--- config.mk ---
export PLATFORM = sky130hd
export DESIGN_NAME = dma_port_arbiter
export DESIGN_NICKNAME = d
export VERILOG_FILES = /design/src/rtl/fa_dma_pkg.sv /design/src/rtl/dma_port_arbiter_rr_pick.sv /design/src/rtl/dma_port_arbiter.sv
export SDC_FILE = /design/constraint.sdc
export NUM_CORES = 1
export LEC_CHECK = 0
export CAP_MARGIN = 20
export CORE_AREA = 2 2 170 172
export DETAILED_ROUTE_END_ITERATION = 10
export DIE_AREA = 0 0 172 174
export GPL_ROUTABILITY_DRIVEN = 0
export GPL_TIMING_DRIVEN = 0
export SLEW_MARGIN = 20
export SYNTH_ARGS = -nofsm -noshare
export SYNTH_HDL_FRONTEND = slang
export SYNTH_SLANG_ARGS = --single-unit
--- constraint.sdc ---
create_clock -name clk -period 3.5 [get_ports clk]
set_input_delay 0.7 -clock clk [delete_from_list [all_inputs] [get_ports clk]]
set_output_delay 0.7 -clock clk [all_outputs]
set_load 0.01 [all_outputs]
--- src/rtl/fa_dma_pkg.sv ---
// Shared definitions for the DMA-to-MCB port arbiter: MCB command codes,
// FSM encoding and requester indices.
package fa_dma_pkg;

  localparam logic [2:0] MCB_INSTR_WR = 3'b000;
  localparam logic [2:0] MCB_INSTR_RD = 3'b001;

  localparam int REQ_CMD = 0;
  localparam int REQ_WGT = 1;
  localparam int REQ_DAT = 2;
  localparam int REQ_WB  = 3;

  typedef enum logic [2:0] {
    ST_IDLE  = 3'd0,
    ST_ARB   = 3'd1,
    ST_WDATA = 3'd2,
    ST_CMD   = 3'd3,
    ST_RDATA = 3'd4,
    ST_DONE  = 3'd5
  } arb_state_t;

endpackage

--- src/rtl/dma_port_arbiter_rr_pick.sv ---
// Combinational round-robin pick: first asserted request at or after ptr,
// wrapping modulo N. Returns a one-hot pick and an any-request flag.
module rr_pick #(
  parameter int N  = 4,
  parameter int PW = 2
) (
  input  logic [N-1:0]  req,
  input  logic [PW-1:0] ptr,
  output logic [N-1:0]  pick,
  output logic          any
);

  always_comb begin
    pick = '0;
    any  = 1'b0;
    for (int k = 0; k < N; k++) begin
      if (!any && req[(int'(ptr) + k) % N]) begin
        pick[(int'(ptr) + k) % N] = 1'b1;
        any = 1'b1;
      end
    end
  end

endmodule

--- src/rtl/dma_port_arbiter.sv ---
// Round-robin arbiter sharing one MCB user port between NREQ DMA requesters,
// one burst in flight; write data is pushed before the write command.
module dma_port_arbiter
  import fa_dma_pkg::*;
#(
  parameter int NREQ   = 4,
  parameter int ADDR_W = 30,
  parameter int DATA_W = 32,
  parameter int BL_W   = 6
) (
  input  logic                     clk,
  input  logic                     rst,
  input  logic [NREQ-1:0]          req,
  input  logic [NREQ-1:0]          req_we,
  input  logic [NREQ*ADDR_W-1:0]   req_addr,
  input  logic [NREQ*BL_W-1:0]     req_bl,
  input  logic [NREQ*DATA_W-1:0]   req_wdata,
  output logic [NREQ-1:0]          gnt,
  output logic [NREQ-1:0]          wdata_pull,
  output logic [DATA_W-1:0]        rdata,
  output logic [NREQ-1:0]          rdata_valid,
  output logic [NREQ-1:0]          done,
  output logic                     mcb_cmd_en,
  output logic [2:0]               mcb_cmd_instr,
  output logic [BL_W-1:0]          mcb_cmd_bl,
  output logic [ADDR_W-1:0]        mcb_cmd_addr,
  input  logic                     mcb_cmd_full,
  output logic                     mcb_wr_en,
  output logic [DATA_W-1:0]        mcb_wr_data,
  input  logic                     mcb_wr_full,
  output logic                     mcb_rd_en,
  input  logic [DATA_W-1:0]        mcb_rd_data,
  input  logic                     mcb_rd_empty,
  output logic                     busy,
  output arb_state_t               state_dbg
);

  localparam int PW = (NREQ > 1) ? $clog2(NREQ) : 1;

  arb_state_t      state;
  logic [PW-1:0]   ptr;
  logic [PW-1:0]   owner;
  logic [PW-1:0]   pick_idx;
  logic [PW-1:0]   ptr_next;
  logic [NREQ-1:0] pick;
  logic            pick_any;
  logic            lat_we;
  logic [ADDR_W-1:0] lat_addr;
  logic [BL_W-1:0] lat_bl;
  // One bit wider than bl so a full 2^BL_W-beat burst never wraps.
  logic [BL_W:0]   beat_cnt;
  logic            last_beat;
  logic            wr_go;
  logic            rd_go;
  logic            in_cmd;

  rr_pick #(.N(NREQ), .PW(PW)) u_pick (
    .req  (req),
    .ptr  (ptr),
    .pick (pick),
    .any  (pick_any)
  );

  always_comb begin
    pick_idx = '0;
    for (int i = 0; i < NREQ; i++) begin
      if (pick[i]) pick_idx = PW'(i);
    end
  end

  assign ptr_next  = (pick_idx == PW'(NREQ - 1)) ? '0 : pick_idx + 1'b1;
  assign last_beat = (beat_cnt == {1'b0, lat_bl});
  assign wr_go     = (state == ST_WDATA) && !mcb_wr_full;
  assign rd_go     = (state == ST_RDATA) && !mcb_rd_empty;
  assign in_cmd    = (state == ST_CMD);

  assign mcb_wr_en     = wr_go;
  assign mcb_wr_data   = (state == ST_WDATA) ? req_wdata[owner*DATA_W +: DATA_W] : '0;
  assign wdata_pull    = wr_go ? gnt : '0;
  assign mcb_cmd_en    = in_cmd && !mcb_cmd_full;
  assign mcb_cmd_instr = in_cmd ? (lat_we ? MCB_INSTR_WR : MCB_INSTR_RD) : 3'b000;
  assign mcb_cmd_bl    = in_cmd ? lat_bl : '0;
  assign mcb_cmd_addr  = in_cmd ? lat_addr : '0;
  assign mcb_rd_en     = rd_go;
  assign rdata         = rd_go ? mcb_rd_data : '0;
  assign rdata_valid   = rd_go ? gnt : '0;
  assign done          = (state == ST_DONE) ? gnt : '0;
  assign busy          = (state != ST_IDLE);
  assign state_dbg     = state;

  always_ff @(posedge clk) begin
    if (rst) begin
      state    <= ST_IDLE;
      ptr      <= '0;
      owner    <= '0;
      gnt      <= '0;
      lat_we   <= 1'b0;
      lat_addr <= '0;
      lat_bl   <= '0;
      beat_cnt <= '0;
    end else begin
      case (state)
        ST_IDLE: if (|req) state <= ST_ARB;
        ST_ARB: begin
          // A request may have been withdrawn during IDLE; then just go back.
          if (pick_any) begin
            owner    <= pick_idx;
            gnt      <= pick;
            lat_we   <= req_we[pick_idx];
            lat_addr <= req_addr[pick_idx*ADDR_W +: ADDR_W];
            lat_bl   <= req_bl[pick_idx*BL_W +: BL_W];
            ptr      <= ptr_next;
            state    <= req_we[pick_idx] ? ST_WDATA : ST_CMD;
          end else begin
            state <= ST_IDLE;
          end
        end
        ST_WDATA: if (wr_go) begin
          beat_cnt <= beat_cnt + 1'b1;
          if (last_beat) state <= ST_CMD;
        end
        ST_CMD: if (!mcb_cmd_full) state <= lat_we ? ST_DONE : ST_RDATA;
        ST_RDATA: if (rd_go) begin
          beat_cnt <= beat_cnt + 1'b1;
          if (last_beat) state <= ST_DONE;
        end
        ST_DONE: begin
          gnt      <= '0;
          beat_cnt <= '0;
          state    <= ST_IDLE;
        end
        default: state <= ST_IDLE;
      endcase
    end
  end

endmodule

clock_map.png
Bar = 50 µm.
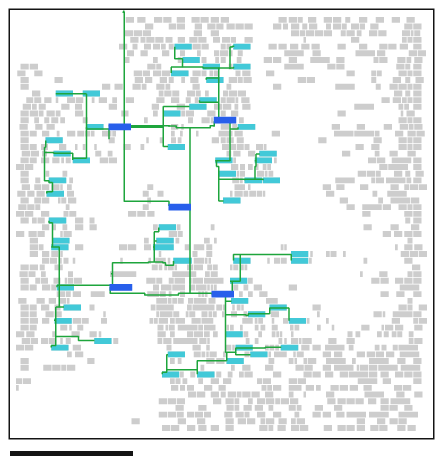
Key: cyan = flip-flops [count 55]; blue = cells driving clock nets [count 5]; green = clock wires [length 921 µm]
There are 6 routed clock nets.

pins.png
Pins as bars across the die edge, other pins in grey.
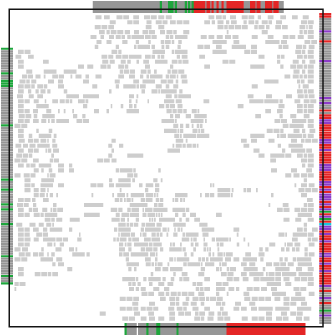
Key: cyan = mcb_cmd_en [pins 1, direction output, edge right]; red = req_wdata [pins 128, direction input, edge 47 right, 47 bottom, 34 top]; green = mcb_cmd_addr [pins 30, direction output, edge 14 left, 8 top, 5 bottom, 3 right]; purple = mcb_wr_data [pins 32, direction output, edge right]
All pins by edge: 126 right, 114 top, 107 bottom, 96 left.

final_clocks.png
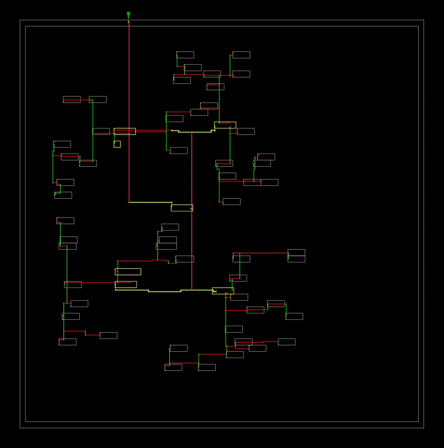
skew final: 0.00653 ns
total clock buffers created by CTS: 5
Flops: 55

registers.png
Other sequential cells in the stronger grey, the rest of the logic in the fainter grey.
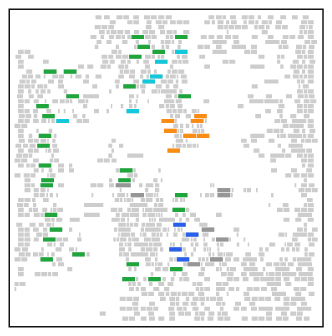
Key: blue = gnt [placed flops 4, where bottom middle]; orange = beat_cnt [placed flops 7]; cyan = lat_bl [placed flops 6, where top middle]; green = lat_addr [placed flops 30]
Another 8 sequential cells are not coloured.
sequential portion of the cell area: 10.5%
utilization after layout: 37.3%
Storage cell area: 1110 µm²
sequential logic power: 1.05 mW

-- critical path, cell delays in order --
cell             delay [ns]
clkdlybuf4s50_1        0.51
mux2i_2                0.41
o22ai_2                0.20
a2111oi_4              0.42
a2bb2oi_2              0.24
a211oi_4               0.08
buf_6                  0.17
o311a_1                0.28
a311o_1                0.35
a221oi_2               0.23
-- kinds of logic after synthesis --
| group | after synthesis | share of synthesized area [%] |
|---|---|---|
| other | 1 | 0.0720 |
| adders and majority gates | 8 | 1.92 |
| muxes | 40 | 15.9 |
| xor gates and xnor gates | 11 | 1.85 |
| and+or+nand+nor | 244 | 26.9 |
| buffers and inverters | 83 | 6.65 |
| DFF | 55 | 21.1 |
| AOI/OAI and AO/OA | 170 | 25.6 |
==> out/qor.csv <==
stage;metric;value;unit
run_status;status;finished clean;
yosys;Yosys top cell by instances;and3_1;
yosys;Seq cells post-synth;55;
route;total number of vias;6927;
worst_setup_path;startpoint type of the worst setup path;input port;
worst_hold_path;Hold Path Class;flop to flop;
cells_and_area;proportion of layout cells with a drive suffix above 1;11.5;%
cts;Root Driver;clkbuf_16;
yosys;Chip Area, Yosys;5210;µm²
timing;hold slack;0.497;ns
route;drt via density;4.75;
floorplan;Pre-Place Util;18.4;%
cells_and_area;post-route cell area;10500;µm²
cts;clk latency late pin;0.31;ns
yosys;Commonest cells post-synth;73 x and3_1, 56 x clkbuf_1, 55 x dfxtp_1;
cells_and_area;NumNets Final;1394;
cts;TritonCTS clock tree;yes;
worst_hold_path;HP Start;lat_addr[26];
worst_setup_path;endpoint type of the worst setup path;flop;
global_routing;initial antenna violation count;8;
route;Routed met2 length;17100;µm
global_routing;met1 Use GR;20.7;%
run;maxcap violations;0;
yosys;Largest cells by area;dfxtp_1 21%, mux4_2 14%, and3_1 8.8%, o221ai_1 6.2%, and2_1 5.4%;
global_routing;pin count of the biggest net entering global routing;17;
cells_and_area;top flop regs;lat_addr (30), beat_cnt (7), lat_bl (6);
cells_and_area;largest class;non-clock buffers;
worst_setup_path;reg2reg end;state_dbg[0];
power;power per cell area;629;nW/µm²
floorplan;tap cells;384;
worst_setup_path;Critical Path Fanout Max;10;
worst_setup_path;Worst R2R Path Depth;12;
cells_and_area;clock-cell share of area;1.54;%
yosys;Post-synth ARST share;0;%
cells_and_area;Finished Layout Cells;1459;
worst_setup_path;Setup crit start;req[2];
route;Routed WL per cell;22.3;µm
global_routing;total track usage;20.7;%
worst_hold_path;hold-critical path depth;2;
yosys;Post-Syn Area per Cell;8.51;µm²
cells_and_area;n_diodes;6;
route;met1 wire length;11300;µm
cells_and_area;#MultiIn Comb;475;
cts;Post-CTS Setup Inserts;1;
timing;Slew @ Worst Pin;0.847;ns
floorplan;Core Box Area;28200;µm²
power;Gate power share;75.3;%
cells_and_area;fillers;2939;
cts;clock tree sinks;55;
floorplan;Std-Cell Rows;62;
floorplan;chip area;29900;µm²
cells_and_area;Comb/total area;36.7;%
power;switching pwr;3.25;mW
worst_setup_path;Setup CP Type;input port to flop;
global_routing;M3 GR Usage;6.74;%
power;register share of total power;15.8;%
timing;Final Cycle Share;96.4;%
timing;Slew HR;43.4;%
power;Clk. pwr;594;µW
timing;final-report max-slew violation count;0;
timing;worst setup margin;0.128;ns
route;met3 routed wirelength;2970;µm
timing;final setup vio count;0;
route;DRT Wirelength;32600;µm
cts;CTS resizes;51;
yosys;Seq share, synth;21.1;%
global_routing;grt peak-use layer;met2;
global_routing;vias in the first global route;7173;
cells_and_area;Top cells excl fill/tap;439 x clkdlybuf4s50_1, 73 x and3_1, 53 x dfxtp_1;
worst_setup_path;Req. time, crit path;3.73;ns
cells_and_area;inverters;9;
yosys;cell type with the largest total area;dfxtp_1;
cts;H-Tree Depth;2;
global_routing;grt met2 use;39.1;%
route;Final ANT Viol Nets;0;
cells_and_area;max reg flops;30;
yosys;ys flop type;dfxtp_1;
worst_hold_path;Hold Path End;lat_addr[26];
global_routing;global-route wire length before repair;45500;µm
power;Logic power comb;4.99;mW
cts;clk buf depth;2;
run;OpenROAD warning count;31;
power;maximum vdd drop;0.000366;V
timing;setup TNS;0;ns
place;Port Buffers;439;
cells_and_area;Layout non-clock buf frac;46.1;%
place;HPWL Detailed;27500;µm
yosys;synth warn;0;
power;clock share of power;8.9;%
yosys;yosys cell count;612;
timing;Tmin final;3.37;ns
floorplan;Die Ht;174;µm
floorplan;Top Ports;443;
route;drt drc;0;
Power and IR drop assume default switching activity.
